<file path="src/rtl/rr_binenc_pkg.sv">
// Shared types for the rr_binenc arbiter encoder.
`ifndef DEFAULT_WIDTH
`define DEFAULT_WIDTH 8
`endif

package rr_binenc_pkg;

  typedef enum logic {
    ST_IDLE = 1'b0,
    ST_HOLD = 1'b1
  } state_e;

endpackage

</file>
<file path="src/rtl/prienc_mask.sv">
// Masked priority encoder: lowest set bit at or above start_i, else lowest set bit overall.
module prienc_mask #(
  parameter  int unsigned N = 8,
  localparam int unsigned W = $clog2(N)
) (
  input  logic [N-1:0] req_i,
  input  logic [W-1:0] start_i,
  output logic         found_o,
  output logic [W-1:0] idx_o,
  output logic [N-1:0] onehot_o
);

  logic         hi_found_c;
  logic [W-1:0] hi_idx_c;
  logic         lo_found_c;
  logic [W-1:0] lo_idx_c;

  // Two passes in one loop; scanning downward leaves the lowest match in each pass.
  always_comb begin
    hi_found_c = 1'b0;
    hi_idx_c   = '0;
    lo_found_c = 1'b0;
    lo_idx_c   = '0;
    for (int i = N - 1; i >= 0; i--) begin
      if (req_i[i]) begin
        lo_found_c = 1'b1;
        lo_idx_c   = W'(i);
        if (i >= int'(start_i)) begin
          hi_found_c = 1'b1;
          hi_idx_c   = W'(i);
        end
      end
    end
  end

  assign found_o  = lo_found_c;
  assign idx_o    = hi_found_c ? hi_idx_c : lo_idx_c;
  assign onehot_o = lo_found_c ? (N'(1) << idx_o) : '0;

endmodule

</file>
<file path="src/rtl/rr_binenc.sv">
// Registered valid/ready binary encoder with fixed-priority or round-robin selection.
module rr_binenc
  import rr_binenc_pkg::*;
#(
  parameter  int unsigned N           = `DEFAULT_WIDTH,
  parameter  int unsigned ROUND_ROBIN = 1,
  localparam int unsigned W           = $clog2(N)
) (
  input  logic         clk,
  input  logic         rst_n,
  input  logic [N-1:0] req,
  output logic         out_valid,
  input  logic         out_ready,
  output logic [W-1:0] out_idx,
  output logic [N-1:0] out_onehot
);

  state_e       state_q, state_d;
  logic [W-1:0] idx_q, idx_d;
  logic [W-1:0] ptr_q, ptr_d;
  logic [N-1:0] onehot_q, onehot_d;
  logic [W-1:0] start_c;
  logic         win_found_c;
  logic [W-1:0] win_idx_c;
  logic [N-1:0] win_onehot_c;
  logic         accept_c;
  logic         select_c;

  assign accept_c = (state_q == ST_HOLD) && out_ready;
  assign select_c = (state_q == ST_IDLE) || out_ready;

  // Pointer moves one past the accepted winner; the same-cycle selection already sees it.
  always_comb begin
    ptr_d = ptr_q;
    if ((ROUND_ROBIN != 0) && accept_c) begin
      ptr_d = (idx_q == W'(N - 1)) ? '0 : idx_q + W'(1);
    end
  end

  generate
    if (ROUND_ROBIN != 0) begin : g_rr
      assign start_c = ptr_d;
    end else begin : g_fixed
      assign start_c = '0;
    end
  endgenerate

  prienc_mask #(
    .N (N)
  ) u_enc (
    .req_i    (req),
    .start_i  (start_c),
    .found_o  (win_found_c),
    .idx_o    (win_idx_c),
    .onehot_o (win_onehot_c)
  );

  always_comb begin
    state_d  = state_q;
    idx_d    = idx_q;
    onehot_d = onehot_q;
    if (select_c) begin
      if (win_found_c) begin
        state_d  = ST_HOLD;
        idx_d    = win_idx_c;
        onehot_d = win_onehot_c;
      end else begin
        state_d  = ST_IDLE;
        onehot_d = '0;
      end
    end
  end

  always_ff @(posedge clk or negedge rst_n) begin
    if (!rst_n) begin
      state_q  <= ST_IDLE;
      idx_q    <= '0;
      onehot_q <= '0;
      ptr_q    <= '0;
    end else begin
      state_q  <= state_d;
      idx_q    <= idx_d;
      onehot_q <= onehot_d;
      ptr_q    <= ptr_d;
    end
  end

  assign out_valid  = (state_q == ST_HOLD);
  assign out_idx    = idx_q;
  assign out_onehot = onehot_q;

endmodule
</file>
<file path="config.mk">
export PLATFORM = sky130hd
export DESIGN_NAME = rr_binenc
export DESIGN_NICKNAME = d
export VERILOG_FILES = /design/src/rtl/rr_binenc_pkg.sv /design/src/rtl/prienc_mask.sv /design/src/rtl/rr_binenc.sv
export SDC_FILE = /design/constraint.sdc
export NUM_CORES = 1
export LEC_CHECK = 0
export CAP_MARGIN = 20
export CORE_MARGIN = 5
export CORE_UTILIZATION = 44
export DETAILED_ROUTE_END_ITERATION = 12
export GPL_TIMING_DRIVEN = 0
export PLACE_DENSITY = 0.7
export REMOVE_ABC_BUFFERS = 1
export SLEW_MARGIN = 20
export SYNTH_ARGS = -nofsm -noshare
export SYNTH_HDL_FRONTEND = slang
export SYNTH_HIERARCHICAL = 1
export SYNTH_SLANG_ARGS = --single-unit
</file>
<file path="constraint.sdc">
create_clock -name clk -period 2.5 [get_ports clk]
set_clock_uncertainty 0.1 [all_clocks]
set_input_delay 0.25 -clock clk [delete_from_list [all_inputs] [get_ports clk]]
set_output_delay 0.25 -clock clk [all_outputs]
set_load 0.005 [all_outputs]
</file>
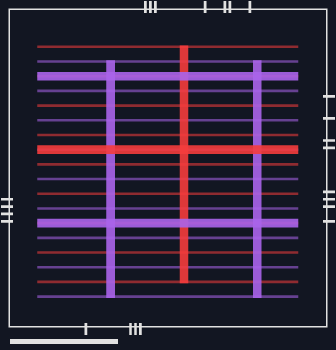
Figure 1: supply network.
Bar = 20 um. Pins as bars on the die edge.
Key: red = VDD; purple = VSS
The core has 17 rows. 23 signal pins sit on the boundary.
height of the die: 58.5 um
Horiz. Die Dim: 58.5 um
VDD IR-drop max: 0.635 mV

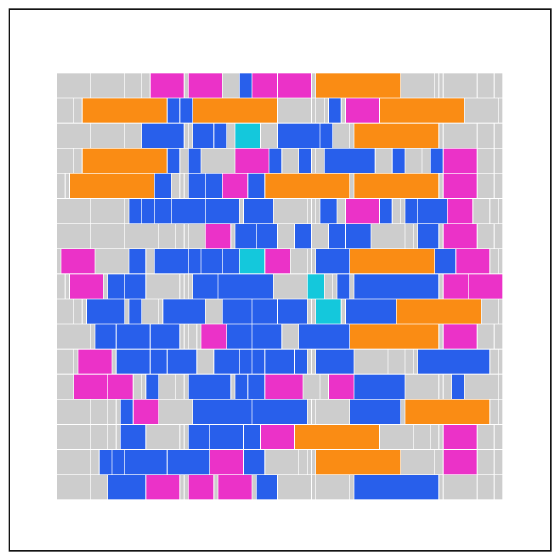
Figure 2: placement by cell class.
Fill, decap, tap and diode cells in gray.
Key: cyan = clock drivers and dummy loads [cells 4, share of their area 1.9%]; blue = remaining logic cells [cells 94, share of their area 51%]; orange = registers [cells 15, share of their area 26%]; magenta = remaining buffers and delay cells [cells 34, share of their area 22%]
fin util: 66.6%
# rows: 17

==> results_dict.tcl <==
# metrics dict for downstream scripts
set metrics [dict create \
    status "finished with violations" \
    violations "negative setup slack" \
    drtPass1Iterations 4 \
    fin_nets 161 \
    worst_hold_slack_ns 0.266 \
    setup_viol 2 \
    layout_top_cell "clkdlybuf4s50_1" \
    fillerInstances 174 \
    path_cells "ha_4 > ha_4 > mux2_4 > and3b_1 > o22ai_2 > a211oi_2 > a211o_4 > nor3b_2 > nand3_1 > nand2_1" \
    grt_pass1_wl_um 4260 \
    seq_share_pct 25.3 \
    clockBufferCount 3 \
    finalMaxSlewViolations 0 \
    flops 15 \
    post_drt_wl_per_cell_um 15.4 \
    buf_share_pct 21.1 \
    setup_ws_ns -0.00580 \
    vias 966 \
    ys_cells 114 \
    dieArea_um2 3420 \
    diodes 0 \
]
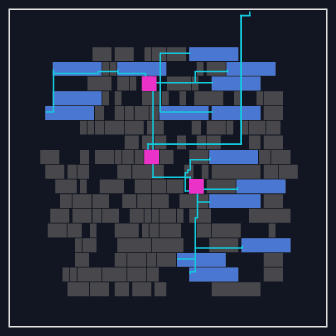
Figure 3: clock wires, drivers and flops.
Key: blue = flip-flops [count 15]; magenta = clock-net drivers [count 3]; cyan = clock wires [length 199 um]
There are 4 routed clock nets.

==> flip-flops by register name, summed over array words and instances, names as in the netlist <==
signal	flops
ptr_q	3
out_onehot	8
out_valid	1
out_idx	3
==> per-layer routing <==
| layer | vias to the layer above | share of wire (%) | track usage [%] |
|---|---|---|---|
| met3 | 2 | 4.3 | 2.85 |
| met2 | 28 | 52 | 29.3 |
| met1 | 457 | 43 | 19.3 |
| li1 | 479 | - | - |
| met5 | - | 0 | 0 |
| met4 | 0 | 0.86 | 6.62 |
==> synth_stat cells (all sizes together), types with 3 or more instances <==
library cell	instances	area, um^2
a21oi	5	25.0
buf	5	43.8
nor3b	3	22.5
nor2	5	18.8
dfrtp	15	375
nor3	6	50.1
inv	4	15.0
nand2	22	90.1
o21ai	3	15.0
nor2b	4	25.0
nand3	9	45.0
o31ai	3	22.5
mux2	5	67.6
==> power by group <==
group          switching [mW]  internal (mW)
registers              0.0563          0.336
logic                   0.626          0.694
clock network          0.0785         0.0594
total                   0.761           1.09
==> kinds of logic (layout without fill, tap and decap cells) <==
| group | Yosys count | count (layout) | synth area share [%] |
|---|---|---|---|
| multiplexers | 5 | 5 | 6.53 |
| adder cells (fa/ha/maj) | 2 | 2 | 2.42 |
| AND/OR/NAND/NOR | 59 | 59 | 31.6 |
| buffers and inverters | 10 | 42 | 7.01 |
| flip-flops | 15 | 15 | 36.3 |
| AND-OR/OR-AND | 23 | 24 | 16.2 |
==> repair_timing <==
item / in CTS / in global routing
hold buffers: 0 / 0
gates resized: 17 / 11
endpoints found under the setup margin: 11 / 11
buffers inserted: 9 / 3
gates cloned: 1 / 0
pin swaps: 7 / 11
==> metrics by stage <==
stage	util, %	cells
after floorplan	-	108
after global placement	55.2	158
after detailed placement	55.2	158
after CTS	63.2	172
after global routing	66.6	175
final	66.6	175
Power figures rest on the tool's default switching activity, not on a simulated workload.
